## src/rtl/coin_session_ctrl.sv

```systemverilog
// Coin/credit session controller feeding the countdown timer stage.
// Ports: Clk, Reset (sync, active-high); CoinIn (async level), ModeBtn,
//   StartBtn (1-cycle pulses), TimeUp (from timer); CounterInput[3:0],
//   CounterEnable, CounterLoad, Credit[3:0], Busy, Done, Reject, CoinReturn.
module coin_session_ctrl #(
  parameter int MAX_CREDIT  = 9,
  parameter int COST_SHORT  = 1,
  parameter int COST_LONG   = 2,
  parameter int DONE_CYCLES = 4
) (
  input  logic       Clk,
  input  logic       Reset,
  input  logic       CoinIn,
  input  logic       ModeBtn,
  input  logic       StartBtn,
  input  logic       TimeUp,
  output logic [3:0] CounterInput,
  output logic       CounterEnable,
  output logic       CounterLoad,
  output logic [3:0] Credit,
  output logic       Busy,
  output logic       Done,
  output logic       Reject,
  output logic       CoinReturn
);

  localparam logic [3:0] MAXC   = 4'(MAX_CREDIT);
  localparam logic [3:0] COST_S = 4'(COST_SHORT);
  localparam logic [3:0] COST_L = 4'(COST_LONG);
  localparam logic [3:0] M_SHORT = 4'd1;
  localparam logic [3:0] M_LONG  = 4'd9;

  // Counter holds DONE_CYCLES-1 down to 0, giving DONE_CYCLES cycles.
  localparam int CW = (DONE_CYCLES > 1) ? $clog2(DONE_CYCLES) : 1;
  localparam logic [CW-1:0] CNT_INIT = CW'(DONE_CYCLES - 1);

  typedef enum logic [1:0] {
    S_IDLE,
    S_LOAD,
    S_RUN,
    S_EXP
  } state_t;

  state_t          state_q, state_d;
  logic [CW-1:0]   cnt_q, cnt_d;
  logic [3:0]      mode_q, mode_d;
  logic [3:0]      credit_q, credit_d;
  logic            reject_q, reject_d;
  logic            cret_q, cret_d;
  logic            s1_q, s2_q, s3_q;

  logic            coin_ev;
  logic            paid;
  logic [3:0]      cost;
  logic [3:0]      base;

  assign coin_ev = s2_q & ~s3_q;
  assign cost    = (mode_q == M_LONG) ? COST_L : COST_S;

  always_ff @(posedge Clk) begin
    if (Reset) begin
      state_q  <= S_IDLE;
      cnt_q    <= '0;
      mode_q   <= M_SHORT;
      credit_q <= '0;
      reject_q <= 1'b0;
      cret_q   <= 1'b0;
      s1_q     <= 1'b0;
      s2_q     <= 1'b0;
      s3_q     <= 1'b0;
    end else begin
      state_q  <= state_d;
      cnt_q    <= cnt_d;
      mode_q   <= mode_d;
      credit_q <= credit_d;
      reject_q <= reject_d;
      cret_q   <= cret_d;
      s1_q     <= CoinIn;
      s2_q     <= s1_q;
      s3_q     <= s2_q;
    end
  end

  always_comb begin
    state_d  = state_q;
    cnt_d    = cnt_q;
    mode_d   = mode_q;
    credit_d = credit_q;
    reject_d = 1'b0;
    cret_d   = 1'b0;
    paid     = 1'b0;
    base     = credit_q;

    unique case (state_q)
      S_IDLE: begin
        // Start wins over a same-cycle mode toggle.
        if (StartBtn) begin
          if (credit_q >= cost) begin
            paid    = 1'b1;
            state_d = S_LOAD;
          end else begin
            reject_d = 1'b1;
          end
        end else if (ModeBtn) begin
          mode_d = (mode_q == M_SHORT) ? M_LONG : M_SHORT;
        end
      end
      S_LOAD: state_d = S_RUN;
      S_RUN: begin
        if (TimeUp) begin
          state_d = S_EXP;
          cnt_d   = CNT_INIT;
        end
      end
      S_EXP: begin
        if (cnt_q == '0) begin
          state_d = S_IDLE;
        end else begin
          cnt_d = cnt_q - CW'(1);
        end
      end
      default: state_d = S_IDLE;
    endcase

    // Charge first (affordability used pre-coin credit), then add coin.
    if (paid) begin
      base = credit_q - cost;
    end
    credit_d = base;
    if (coin_ev) begin
      if (base < MAXC) begin
        credit_d = base + 4'd1;
      end else begin
        cret_d = 1'b1;
      end
    end
  end

  assign CounterInput  = mode_q;
  assign CounterEnable = (state_q == S_RUN);
  assign CounterLoad   = (state_q == S_LOAD);
  assign Busy          = (state_q != S_IDLE);
  assign Done          = (state_q == S_EXP);
  assign Credit        = credit_q;
  assign Reject        = reject_q;
  assign CoinReturn    = cret_q;

endmodule

```

## config.mk

```make
export PLATFORM = sky130hd
export DESIGN_NAME = coin_session_ctrl
export DESIGN_NICKNAME = d
export VERILOG_FILES = /design/src/rtl/coin_session_ctrl.sv
export SDC_FILE = /design/constraint.sdc
export NUM_CORES = 1
export LEC_CHECK = 0
export ABC_AREA = 1
export CORE_AREA = 2 2 46 48
export CTS_CLUSTER_DIAMETER = 80
export DETAILED_ROUTE_END_ITERATION = 10
export DIE_AREA = 0 0 48 50
export GPL_TIMING_DRIVEN = 0
export PLACE_DENSITY = 0.8
export SYNTH_ARGS = -nofsm -noshare
export SYNTH_HDL_FRONTEND = slang
export SYNTH_SLANG_ARGS = --single-unit
```

## constraint.sdc

```tcl
create_clock -name Clk -period 2.1 [get_ports Clk]
set_clock_uncertainty 0.1 [all_clocks]
set_input_delay 0.21 -clock Clk [delete_from_list [all_inputs] [get_ports Clk]]
set_output_delay 0.21 -clock Clk [all_outputs]
set_load 0.01 [all_outputs]
```

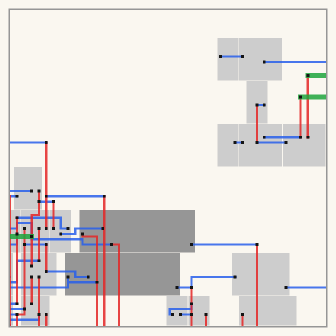
*Close-up of the layout, run 1*
Window x 26 to 46, y 28 to 48 um. Cells in gray, sequential cells in the stronger gray; small squares are vias.
color	layer
green	met3
red	met2
blue	met1
most frequent	buf_4 (3), conb_1 (3)
sequential cells in the window	2
cells with their middle in the window	17
netlist names of flops here include	Credit (2)

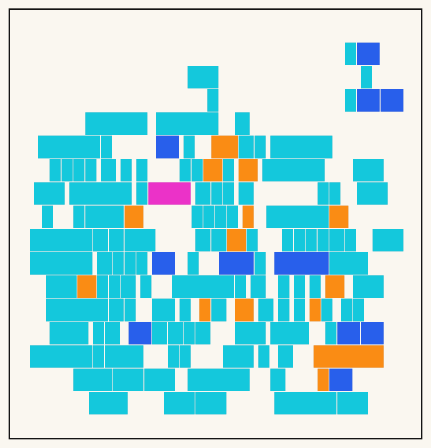
*Drive-strength map, run 1*
color	size	cells	share
orange	drive 2	14	9.7%
cyan	drive 1 or less	118	82%
magenta	drive 6 and up	1	0.69%
blue	drive 3 to 4	11	7.6%
fin worst setup slack: 126.7 ps
Non-clk bufs: 22

==> run notes, run 1 <==
run results: post-DR vias/cell=4.526, Yosys Instances=122, DR WL/cell=9.357 um, H-tree Lvls=1, most frequent cells in the layout=24 x nand2_1, 21 x inv_1, 15 x clkdlybuf4s50_1, f_max=0.5068 GHz, Final period util=0.9396, top cells, area=dfxtp_1 33%, nand2_1 11%, ha_1 10%, inv_1 10%, nor2_1 4.4%, Post-DP HPWL=1308 um, Post-route DRC=0, synthesized netlist cell count=122, WS Path Type=flip-flop to flip-flop, Clock Sink Count=14, Die Wd=48 um, clk root buf=clkbuf_4, GPL Wtd Cong=0.8002, Ports=20, critical path arrival=2060 ps, most frequent logic cell in the layout=nand2_1, final setup fails=0, area leader, netlist=dfxtp_1, Synth-to-Final Area Change=29.16%, GRT Util Overall=0.1486, Unique cell types=21, largest net degree at the start of global routing=9, share of cells above drive strength 1=0.1806, Die H=50 um, router iterations before antenna repair=4, Congestion Overflow GR=0, Hold Crit Depth=2, VDD IR max=0.9190 mV, DR vias=774, clock buffer depth=2, Post-Syn Area=849.6 sq um, setup_tns=0 ps, min cycle time layout=1973 ps, num rows=16, Core Region=1902 sq um, Leak=0.5309 nW, final net count=159, initial antenna violation count=0, Synth top area share=0.3299, vias in the first global route=685, final hold vios=0, total CTS buffers=3, initial DRC count=9, CTS tree=done, Worst Hold Class=input pin to flip-flop, Crit. End Element=flip-flop, Mean Syn Cell Area=6.964 sq um, total power draw=0.001549 W, DRT antenna net count=0, R2R cell count=12, CP max FO=6, status=completed, Final Max Tran Viols=0, DP Area=1037 sq um, PortBufs=15, # diodes=0, FP Core Util=0.4467, WL final=1600 um, Critical Path Start Type=flip-flop, OpenROAD warning count=29, CTS clk-pin slew, worst paths=90 ps, Max Cap Violations=0, yosys warns=0
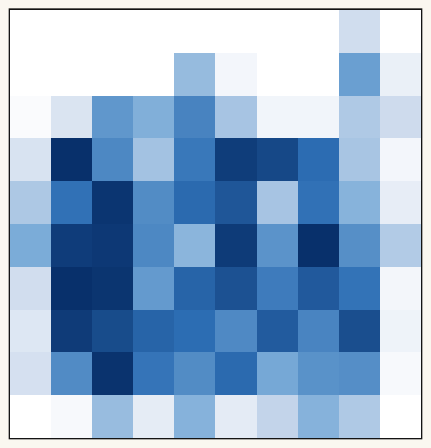
*Cell area per tile, run 1*
The die is cut into 10 by 10 equal tiles; white is low, dark blue is high, 0 to 100% covered.
tiles over 75% full	24%
mean over tiles	44%
emptiest ninth of the die	top left
nearly empty tiles	17%
fullest tile	100%

[run 1: sequential cells by signal, summed over array words and instances, names as in the netlist]
register / count
CoinReturn: 1
s1_q: 1
s2_q: 1
CounterInput: 1
cnt_q: 2
Credit: 4
state_q: 2
Reject: 1
s3_q: 1
[run 1: where the power goes]
group | internal, W | switching [W] | total, W | leakage [nW]
Sequential | 0.000342 | 0.0000568 | 0.000399 | 0.115
Combinational | 0.000402 | 0.000552 | 0.000953 | 0.395
Clock | 0.000106 | 0.0000911 | 0.000197 | 0.0210
Total | 0.000849 | 0.000699 | 0.00155 | 0.531
[run 1: critical path, cell delays in order (launching register included)]
cell,delay (ps)
dfxtp_1,320
inv_2,80
ha_1,140
inv_1,60
fa_2,350
inv_2,80
nand3_4,110
nand3_1,120
nand3_1,120
nor2_2,150
nand2_1,90
nand3_1,90
nand2_1,50
[run 1: cell usage after synthesis]
cell	n
nand2_4	1
nand3_4	1
nand2_2	3
inv_1	23
o21ai_0	6
clkbuf_1	1
or2_2	2
a21oi_1	7
inv_2	2
nand2_1	25
buf_4	4
dfxtp_1	14
a211oi_1	1
nand3_1	7
nor2_1	10
fa_1	1
ha_1	7
nor2_2	2
o21ai_1	1
conb_1	2
nor3_1	2
[run 1: worst paths after layout]
kind	startpoint	end	slack, ps
hold reg to reg	s1_q$_SDFF_PP0_	s2_q$_SDFF_PP0_	310
hold / removal	Reset	s1_q$_SDFF_PP0_	160
setup reg to reg	CounterInput[3]$_SDFFE_PP0P_	Credit[2]$_SDFF_PP0_	130
setup / recovery	CounterInput[3]$_SDFFE_PP0P_	Credit[2]$_SDFF_PP0_	130
[run 1: area by class of cell]
| class | instances | area (sq um) |
|---|---|---|
| Tap cell | 27 | 33.78 |
| Buffer | 5 | 33.78 |
| Inverter | 25 | 93.84 |
| Fill cell | 182 | 804.5 |
| Multi-Input combinational cell | 79 | 454.2 |
| Timing Repair Buffer | 17 | 165.2 |
| Clock buffer | 4 | 36.28 |
| Sequential cell | 14 | 280.3 |
[run 1: per-layer routing]
layer	global-route usage	vias to the layer above	share of wire
li1	-	410	-
met1	0.1700	341	0.43
met2	0.2556	18	0.51
met3	0.02198	5	0.031
met4	0.06757	0	0.022
met5	0	-	0
[run 1: timing repair]
action,CTS,global route
setup endpoints to repair,3,7
pin swaps,0,2
resized,1,4
setup buffers,0,2
[run 1: metrics by stage]
stage,util,hold WS (ps),std cells
after CTS,0.5645,164.9,169
after detailed placement,0.5454,299.8,165
after global placement,0.5454,290.0,165
after global routing,0.5770,188.8,171
final,0.5770,162.3,171
after floorplan,-,217.0,123
[run 1: kinds of logic (layout without fill, tap and decap cells)]
logic type               Yosys count  count (layout)  synth area share
adder cells (fa/ha/maj)            8               8            0.1267
flip-flops                        14              14            0.3299
other                              2               3          0.008840
AND/OR/NAND/NOR                   53              53            0.2931
buffers and inverters             30              51            0.1502
AND-OR/OR-AND                     15              15           0.09131
--- run 2 (diff from run 1) ---
- PLACE_DENSITY: 0.8 -> 0.75
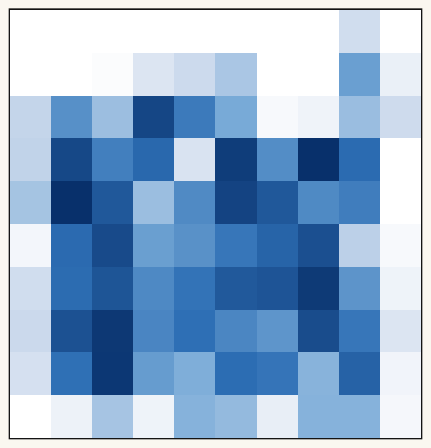
*Cell area per tile, run 2*
The die is cut into 10 by 10 equal tiles; white is low, dark blue is high, 0 to 100% covered.
tiles over 75% full	25%
mean over tiles	45%
nearly empty tiles	17%
fullest tile	100%
densest ninth of the die	middle

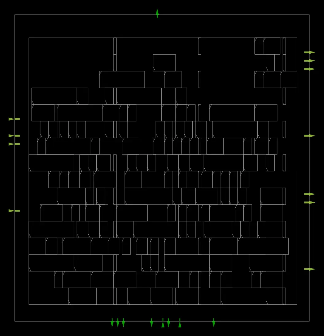
*Cell placement, run 2*
fill count: 194
tap cells: 27
num rows: 16
flop count: 14
sequential cell area share: 0.2523

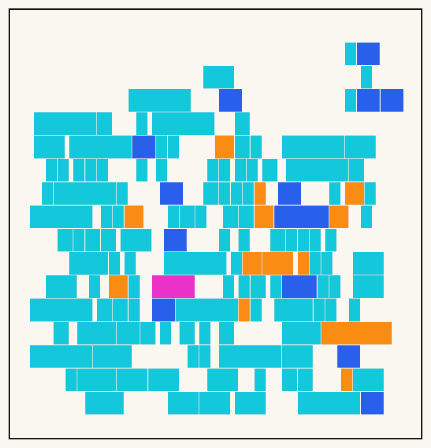
*Drive-strength map, run 2*
color	size	cells	share	most used
blue	drive 3 to 4	13	8.9%	buf_4
cyan	drive 1 or less	119	82%	nand2_1
magenta	drive 6 and up	1	0.68%	clkbuf_8
orange	drive 2	13	8.9%	inv_2

==> run notes, run 2 <==
run results: CTS tree=done, Post-DP HPWL=1282 um (-2.0%), vias in the first global route=697 (+1.8%), Synth-to-Final Area Change=30.78%, EDFF count, synth=0 (unchanged), met1 Usage GRT=0.1715 (+0.001470), Post-synth top cells=25 x nand2_1, 23 x inv_1, 14 x dfxtp_1, Final period util=0.9173 (-0.02236), Critical Path Start Type=flip-flop, busiest grt layer=met2, min cycle time layout=1926 ps (-46.97 ps), Clock Sink Count=14 (unchanged), final net count=161 (+1.3%), FP Core Util=0.4467 (unchanged), DP Area=1037 sq um (unchanged), Congestion Overflow GR=0 (unchanged), clk root buf=clkbuf_4, met3 Use GR=0.02198 (unchanged), DR WL/cell=9.312 um (-0.48%), R2R cell count=12 (unchanged), R2R Setup Slk=170 ps (+50 ps), Leak=0.5409 nW (+1.9%), router iterations before antenna repair=4 (unchanged), total CTS buffers=3 (unchanged), WL final=1611 um (+0.69%), synthesized netlist cell count=122 (unchanged), PortBufs=15 (unchanged), crit path to=Credit[3]$_SDFF_PP0_, Seq/Total Area, Yosys=0.3299, most frequent logic cell in the layout=nand2_1, most numerous cell in the Yosys netlist=nand2_1, final setup fails=0 (unchanged), CP Data Required Time=2210 ps, Yosys Instances=122 (unchanged), capturing point of the worst reg2reg path=Credit[3]$_SDFF_PP0_, Max Cap Violations=0 (unchanged), critical path arrival=2040 ps (-20 ps), area leader, netlist=dfxtp_1, largest net degree at the start of global routing=9 (unchanged), OpenROAD warning count=29 (unchanged), Final Max Tran Viols=0 (unchanged), worst r2r src=Credit[0]$_SDFF_PP0_, # diodes=0 (unchanged), H-tree Lvls=1 (unchanged), fin worst setup slack=173.7 ps (+46.97 ps), Core Region=1902 sq um (unchanged), yosys warns=0 (unchanged), initial DRC count=9 (unchanged), Post-synth ARST share=0 (unchanged), VDD IR max=0.9346 mV (+1.7%), CP max FO=5 (-1), met2 usage=0.2711 (+0.01556), CTS clk-pin slew, worst paths=80 ps (about the same), status=completed, GPL Wtd Cong=0.8424 (+5.3%), Die H=50 um (unchanged), Mean Syn Cell Area=6.964 sq um (unchanged), Unique cell types=21 (unchanged), initial antenna violation count=0 (unchanged), CP startpoint=Credit[0]$_SDFF_PP0_, top cells, area=dfxtp_1 33%, nand2_1 11%, ha_1 10%, inv_1 10%, nor2_1 4.4%, ys flop type=dfxtp_1, Synth top area share=0.3299 (unchanged), Die Wd=48 um (unchanged), Crit. End Element=flip-flop, final hold vios=0 (unchanged), Worst Hold Class=input pin to flip-flop, post-DR vias/cell=4.520 (-0.13%), Post-Syn Area=849.6 sq um (unchanged), DR vias=782 (+1.0%), f_max=0.5191 GHz (+2.4%), Ports=20 (unchanged)
==> run 2: cell types whose count changed in the layout (fill, tap and decap cells not counted), sizes merged <==
cell	delta
buf	+2
==> run 2: where the power goes <==
| part | internal, W | switching (W) | leakage [nW] |
|---|---|---|---|
| Sequential | 0.000342 | 0.0000549 | 0.115 |
| Clock | 0.000105 | 0.0000869 | 0.0210 |
| Combinational | 0.000441 | 0.000559 | 0.405 |
| Total | 0.000888 | 0.000701 | 0.541 |
==> run 2: what timing repair did <==
| action | 4_1_cts | 5_1_grt |
|---|---|---|
| setup buffers | 0 | 4 |
| gates cloned | 0 | 0 |
| pin swaps | 0 | 3 |
| resized | 1 | 4 |
| endpoints found under the setup margin | 1 | 7 |
==> run 2: per-layer routing <==
layer  part of all wire  up-vias
li1                   -      411
met1               0.44      344
met2               0.50       21
met3              0.042        6
met4              0.018        0
met5                  0        -
==> run 2: final cells by class <==
class,instances,area [sq um],area share
Multi-Input combinational cell,79,452.9,0.4077
Sequential cell,14,280.3,0.2523
Timing Repair Buffer,19,180.2,0.1622
Inverter,25,93.84,0.08446
Clock buffer,4,36.28,0.03266
Buffer,5,33.78,0.03041
Tap cell,27,33.78,0.03041
==> run 2: metrics by stage <==
stage	utilization	instances	hold slack [ps]
2_1_floorplan	-	123	217.0
3_3_place_gp	0.5454	165	290.0
3_5_place_dp	0.5454	165	300.5
4_1_cts	0.5645	169	180.5
5_1_grt	0.5842	173	195.5
6_report	0.5842	173	177.7
==> run 2: kinds of logic (layout without fill, tap and decap cells) <==
kind of cell / Yosys count / count (layout) / share of synthesized area
other: 2 / 3 / 0.008840
adder cells (fa/ha/maj): 8 / 8 / 0.1267
AND-OR/OR-AND: 15 / 15 / 0.09131
buffers and inverters: 30 / 53 / 0.1502
flip-flops: 14 / 14 / 0.3299
AND/OR/NAND/NOR: 53 / 53 / 0.2931
==> run 2: worst min-delay path by stage <==
stage	start	end	slack (ps)	depth (start not counted)
after floorplan	CoinIn	s1_q$_SDFF_PP0_	220	2
after global placement	s1_q$_SDFF_PP0_	s2_q$_SDFF_PP0_	290	2
after detailed placement	s1_q$_SDFF_PP0_	s2_q$_SDFF_PP0_	300	2
after CTS	Reset	s2_q$_SDFF_PP0_	180	2
after global routing	Reset	s2_q$_SDFF_PP0_	200	2
final	Reset	s1_q$_SDFF_PP0_	180	2
==> run 2: worst max-delay path: stages, from the launching register on <==
cell and delay [ps]:
dfxtp_1 320, inv_1 80, ha_1 140, inv_1 50
fa_2 350, inv_2 90, nand3_4 100, nand3_2 90
nand3_1 110, nor2_2 170, buf_4 130, nand2_1 40
a21oi_1 110
Power is estimated from default activity; no workload was simulated.
